Fig. 1: run 1, track usage over the die
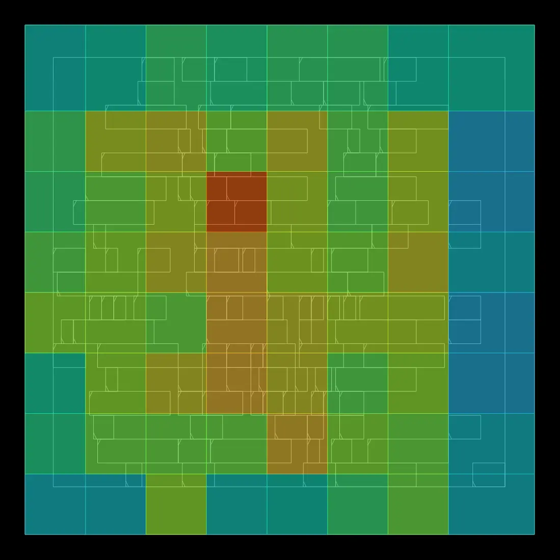
Fig. 2: run 1, pin map
Scale bar: 20 um. Pins as bars across the die edge, other pins in gray.
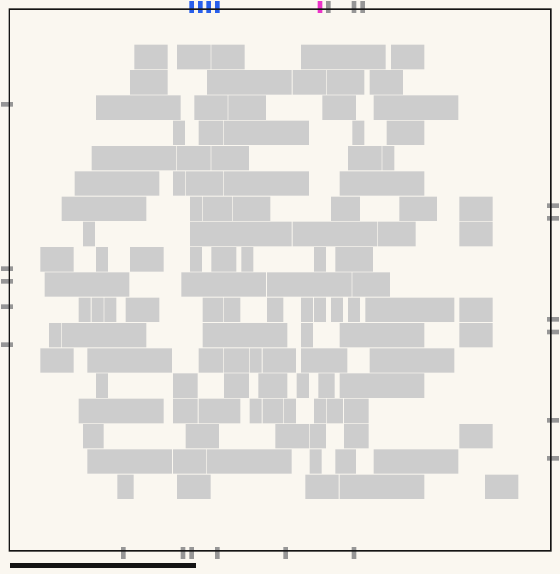
Fig. 3: run 1, placed cells, one color a class
Scale bar: 20 um. Fill, decap, tap and diode cells in gray.
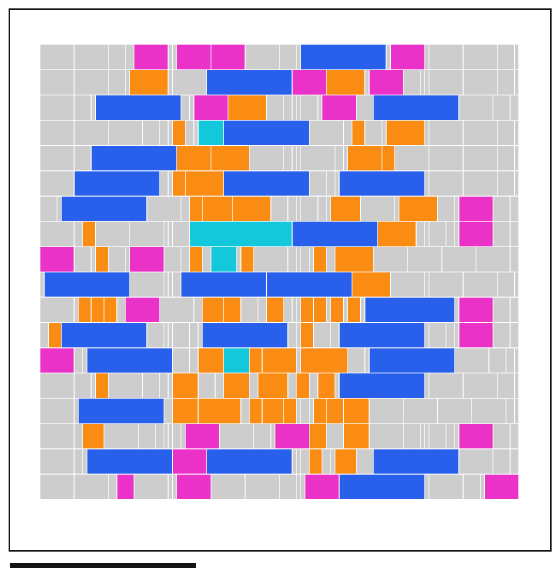
==> config.mk <==
export PLATFORM = sky130hd
export DESIGN_NAME = serial_cmp_ctrl
export DESIGN_NICKNAME = d
export VERILOG_FILES = /design/src/rtl/serial_cmp_ctrl.sv
export SDC_FILE = /design/constraint.sdc
export NUM_CORES = 1
export LEC_CHECK = 0
export CELL_PAD_IN_SITES_DETAIL_PLACEMENT = 0
export CELL_PAD_IN_SITES_GLOBAL_PLACEMENT = 1
export CORE_MARGIN = 3
export CORE_UTILIZATION = 40
export CTS_CLUSTER_SIZE = 25
export DETAILED_ROUTE_END_ITERATION = 7
export PLACE_DENSITY = 0.81
export SLEW_MARGIN = 10
export SYNTH_ARGS = -nofsm -noshare
export SYNTH_HDL_FRONTEND = slang
export SYNTH_SLANG_ARGS = --single-unit
==> constraint.sdc <==
create_clock -name clk -period 4.1 [get_ports clk]
set_input_delay 0.82 -clock clk [delete_from_list [all_inputs] [get_ports clk]]
set_output_delay 0.82 -clock clk [all_outputs]
set_load 0.005 [all_outputs]
==> flow_summary_export.csv, run 1 <==
group,metric,value,unit
synthesis,ys_sh_mux,12.2,%
synthesis,netlist_instances,88,
clock_network,cts_tree,"built",
timing,finClkSkew,0.0108,ns
setup_path,crit_arrival,2.56,ns
setup_path,required,4.32,ns
synthesis,topCombFamilyByArea,"multiplexers",
clock_network,numCtsBuffers,3,
setup_path,setup.worst_path.class,"primary input to register",
global_route,grt_usage,12.6,%
global_route,grt_pass1_vias,739,
global_route,globalRoute.totalOverflow,0,
pwr,total_power,0.962,mW
timing,tns,0,ns
timing,tightest_slew,0.645,ns
clock_network,cts_num_sinks,26,
finish,nFillCells,240,
global_route,grt_pass1_wl,3180,um
drt,drt_first_pass_iters,5,
finish,final_cells,144,
drt,drcViolationCount,0,
timing,setup_viol,0,
flow_run,max-cap-violations,0,
synthesis,ys_sh_aoi,8.87,%
drt,avgViaCountPerCell,4.97,
outcome,status,"complete, no violations",
placed_design,dp_cells,140,
synthesis,synth_cell_type_count,24,
synthesis,ys_cells,88,
synthesis,syn_avg_cell_area,12.3,um^2
finish,final_layout_top_logic_cells,"25 x dfrtp_1, 23 x clkdlybuf4s50_1, 11 x nor2_1",
die,io_pins,25,
finish,regArea,652,um^2
timing,finalHoldViolCount,0,
finish,lay_top_count,"dfrtp_1",
die,fp-utilization,43.1,%
timing,rsz0062_at_grt,"false",
timing,finalWorstSetupSlack,1.76,ns
drt,dr_wl_met3,109,um
finish,syn2layout_area_growth,26.7,%
setup_path,r2r_cells,5,
clock_network,ctsResizeCount,0,
clock_network,clk_path_buf_depth,2,
synthesis,xor_share,0,%
placed_design,place_area,1330,um^2
finish,comb_area,365,um^2
drt,ant_nets,0,
clock_network,clk_pin_slew,0.14,ns
synthesis,syn-cell-area,1090,um^2
synthesis,ys_chip_area,1090,um^2
pwr,leakagePower,0.641,nW
setup_path,crit_path_start_kind,"primary input",
setup_path,path_max_fanout,12,
finish,final_nets,130,
synthesis,yosys_warnings,0,
Notes on Fig. 1 above:
grt met3 use: 2.90%
GR peak layer: met2
DR WL/cell: 12.7 um
Core Util, Final: 54.6%

Notes on Fig. 2 above:
color	port	pins	direction	edge
blue	op_b	4	input	top
magenta	cmp_b	1	output	top
Die H: 58.1 um
Buffers on Ports: 24
die width: 58.1 um

Notes on Fig. 3 above:
color	class	cells
orange	remaining logic cells	60
cyan	clock drivers and dummy loads	4
blue	sequential cells	26
magenta	remaining buffers and delay cells	24
Final Instance Area: 1380 um^2
sequential share of cell area: 47.4%
row count: 18
Core ar.: 2520 um^2

==> run 1: Yosys cell counts <==
cell,n,area share (%)
dfstp_2,1,2.4
buf_12,1,1.8
and3_1,1,0.58
ha_1,1,1.2
inv_1,9,3.1
nor2_4,1,1.0
a21o_2,1,0.81
o21ai_0,2,0.92
or2_1,1,0.58
nand2b_4,1,1.3
a21boi_0,1,0.69
dfrtp_1,25,58
mux2_2,10,10
a22oi_1,2,1.4
and2b_4,1,0.92
o31ai_1,2,1.4
mux2i_1,2,1.8
a21oi_1,3,1.4
nor2_1,11,3.8
a22o_1,2,1.6
o21bai_1,1,0.69
nand2_1,6,2.1
and2_1,2,1.2
buf_8,1,1.4
==> run 1: routing by layer <==
metal	GRT usage, %	vias to the layer above
met4	5.96	0
met5	0	-
met1	15.2	352
met2	21.1	15
met3	2.90	4
li1	-	344
==> run 1: worst max-delay path, cell delays in order <==
cell and delay [ns]:
clkdlybuf4s50_1 0.54, nand2b_4 0.08, nor2_4 0.26, mux2_2 0.39
mux2_2 0.26, a22o_1 0.20
==> run 1: cell families (layout without fill, tap and decap cells) <==
| group | after synthesis | count (layout) |
|---|---|---|
| compound gates | 14 | 14 |
| fa+ha+maj | 1 | 1 |
| buf+inv | 11 | 37 |
| flops | 26 | 26 |
| mux | 12 | 12 |
| simple gates | 24 | 24 |
==> run 1: power by group <==
part	internal [mW]	switching [mW]	total, mW
Sequential	0.365	0.0504	0.415
Combinational	0.206	0.167	0.373
Clock	0.0989	0.0750	0.174
==> run 1: area by class of cell <==
type,instances,area share [%]
Multi-Input combinational cell,51,26.5
Tap cell,30,2.73
Sequential cell,26,47.4
Clock inverter,1,2.18
Inverter,9,2.45
Timing Repair Buffer,24,17.1
Clock buffer,3,1.64
Fig. 4: run 1, placement density heat map
The die is cut into 12 by 12 equal tiles; black is low, pale yellow is high, 0 to 100% covered.
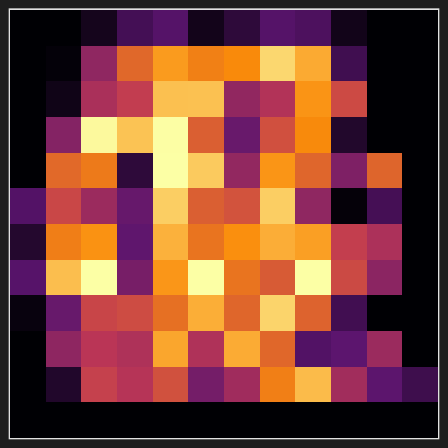

==> run 1 -> run 2 <==
--- a/config.mk
+++ b/config.mk
@@ -8,10 +8,10 @@
 export CELL_PAD_IN_SITES_DETAIL_PLACEMENT = 0
 export CELL_PAD_IN_SITES_GLOBAL_PLACEMENT = 1
 export CORE_MARGIN = 3
-export CORE_UTILIZATION = 40
+export CORE_UTILIZATION = 38
 export CTS_CLUSTER_SIZE = 25
 export DETAILED_ROUTE_END_ITERATION = 7
-export PLACE_DENSITY = 0.81
+export PLACE_DENSITY = 0.78
 export SLEW_MARGIN = 10
 export SYNTH_ARGS = -nofsm -noshare
 export SYNTH_HDL_FRONTEND = slang
==> constraint.sdc (replaced) <==
create_clock -name clk -period 2.3 [get_ports clk]
set_input_delay 0.46 -clock clk [delete_from_list [all_inputs] [get_ports clk]]
set_output_delay 0.46 -clock clk [all_outputs]
set_load 0.005 [all_outputs]
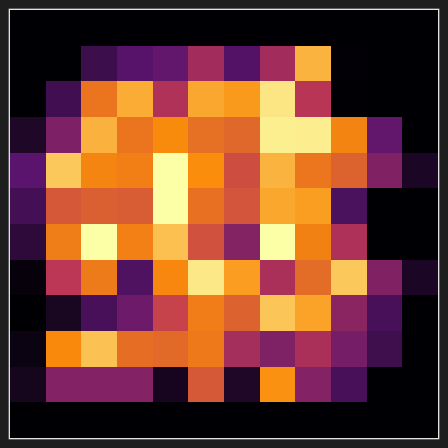
Fig. 5. Placement density heat map (run 2).
The die is cut into 12 by 12 equal tiles; black is low, pale yellow is high, 0 to 100% covered.
tiles over 75% full	17%
fullest tile	100%
densest ninth of the die	center
emptiest ninth of the die	lower right
Core ar.: 2590 um^2
Init Core Util: 41.9%
Core Util, Final: 52.9%

==> flow_summary_export.csv, run 2 <==
group,metric,value,unit
outcome,status,"complete, no violations",
setup_path,r2r_cells,5,
clock_network,cts_num_sinks,26,
drt,drcViolationCount,0,
drt,wl_per_cell,13.0,um
finish,lay_top_count,"dfrtp_1",
synthesis,synth-edff-count,0,
synthesis,flop_cell,"dfrtp_1",
clock_network,clk_path_buf_depth,2,
synthesis,yosys_warnings,0,
finish,nFillCells,215,
global_route,grt_pass1_wl,3150,um
synthesis,synth.area.top_cells,"dfrtp_1 58%, mux2_2 10%, nor2_1 3.8%, inv_1 3.1%, dfstp_2 2.4%",
clock_network,clk_pin_slew,0.14,ns
synthesis,netlist.area_leader.share,57.6,%
timing,rsz0062_at_grt,"false",
synthesis,synthArstFlopShare,100,%
flow_run,max-cap-violations,0,
finish,final_layout_top_logic_cells,"25 x dfrtp_1, 24 x clkdlybuf4s50_1, 11 x nor2_1",
timing,finClkSkew,0.0104,ns
global_route,grt_usage,12.3,%
setup_path,setup.worst_path.class,"primary input to register",
finish,final_nets,132,
synthesis,top_area_cell,"dfrtp_1",
timing,finalHoldViolCount,0,
setup_path,crit_path_start_kind,"primary input",
synthesis,netlist_instances,88,
clock_network,numCtsBuffers,3,
timing,finalWorstSetupSlack,0.393,ns
drt,ant_nets,0,
synthesis,yosysMostFrequentCell,"dfrtp_1",
synthesis,syn-cell-area,1090,um^2
finish,regArea,652,um^2
die,io_pins,25,
drt,avgViaCountPerCell,4.69,
placed_design,portBuffers,24,
die,fp.dieH,59.5,um
finish,final_cells,146,
clock_network,cts_tree,"built",
synthesis,ys_cells,88,
finish,syn2layout_area_growth,26.2,%
global_route,grt_pass1_vias,688,
die,rows,18,
-- run 2: critical path, stage by stage --
cell             delay [ns]
clkdlybuf4s50_1        0.43
ha_1                   0.30
o21bai_1               0.18
or2_1                  0.21
a21o_2                 0.22
inv_1                  0.08
and2_1                 0.15
a22o_1                 0.14
-- run 2: power by group --
part	switching (mW)	internal, mW	total, mW
clock	0.126	0.0678	0.193
combinational	0.297	0.376	0.673
sequential	0.0946	0.650	0.745
-- run 2: final cells by class --
type / count / area share (%)
Multi-Input combinational cell: 51 / 26.7
Clock buffer: 4 / 1.92
Timing Repair Buffer: 26 / 18.6
Sequential cell: 26 / 47.6
Inverter: 9 / 2.47
Tap cell: 30 / 2.74
-- run 2: metal layers --
layer / routed length (um) / vias to the layer above / global-route usage, %
li1: - / 345 / -
met2: 862 / 12 / 17.3
met3: 97 / 4 / 3.70
met1: 897 / 324 / 16.6
met4: 40 / 0 / 6.80
met5: 0 / - / 0
-- run 2: kinds of logic (layout without fill, tap and decap cells) --
kind of cell | Yosys count | in the layout | share of synthesized area (%)
flops | 26 | 26 | 60.0
simple gates | 24 | 24 | 11.4
compound gates | 14 | 14 | 8.87
mux | 12 | 12 | 12.2
buf+inv | 11 | 39 | 6.34
fa+ha+maj | 1 | 1 | 1.15
-- run 2: metrics by stage --
step | hold WS (ns) | cell area (um^2) | total power, mW
floorplan | 0.164 | 1090 | 1.22
global placement | 0.480 | 1340 | 1.42
detailed placement | 0.483 | 1340 | 1.44
CTS | 0.500 | 1370 | 1.63
global route | 0.498 | 1370 | 1.74
finish | 0.484 | 1370 | 1.61
No activity file was given, so power comes from the tool's default toggle rates.
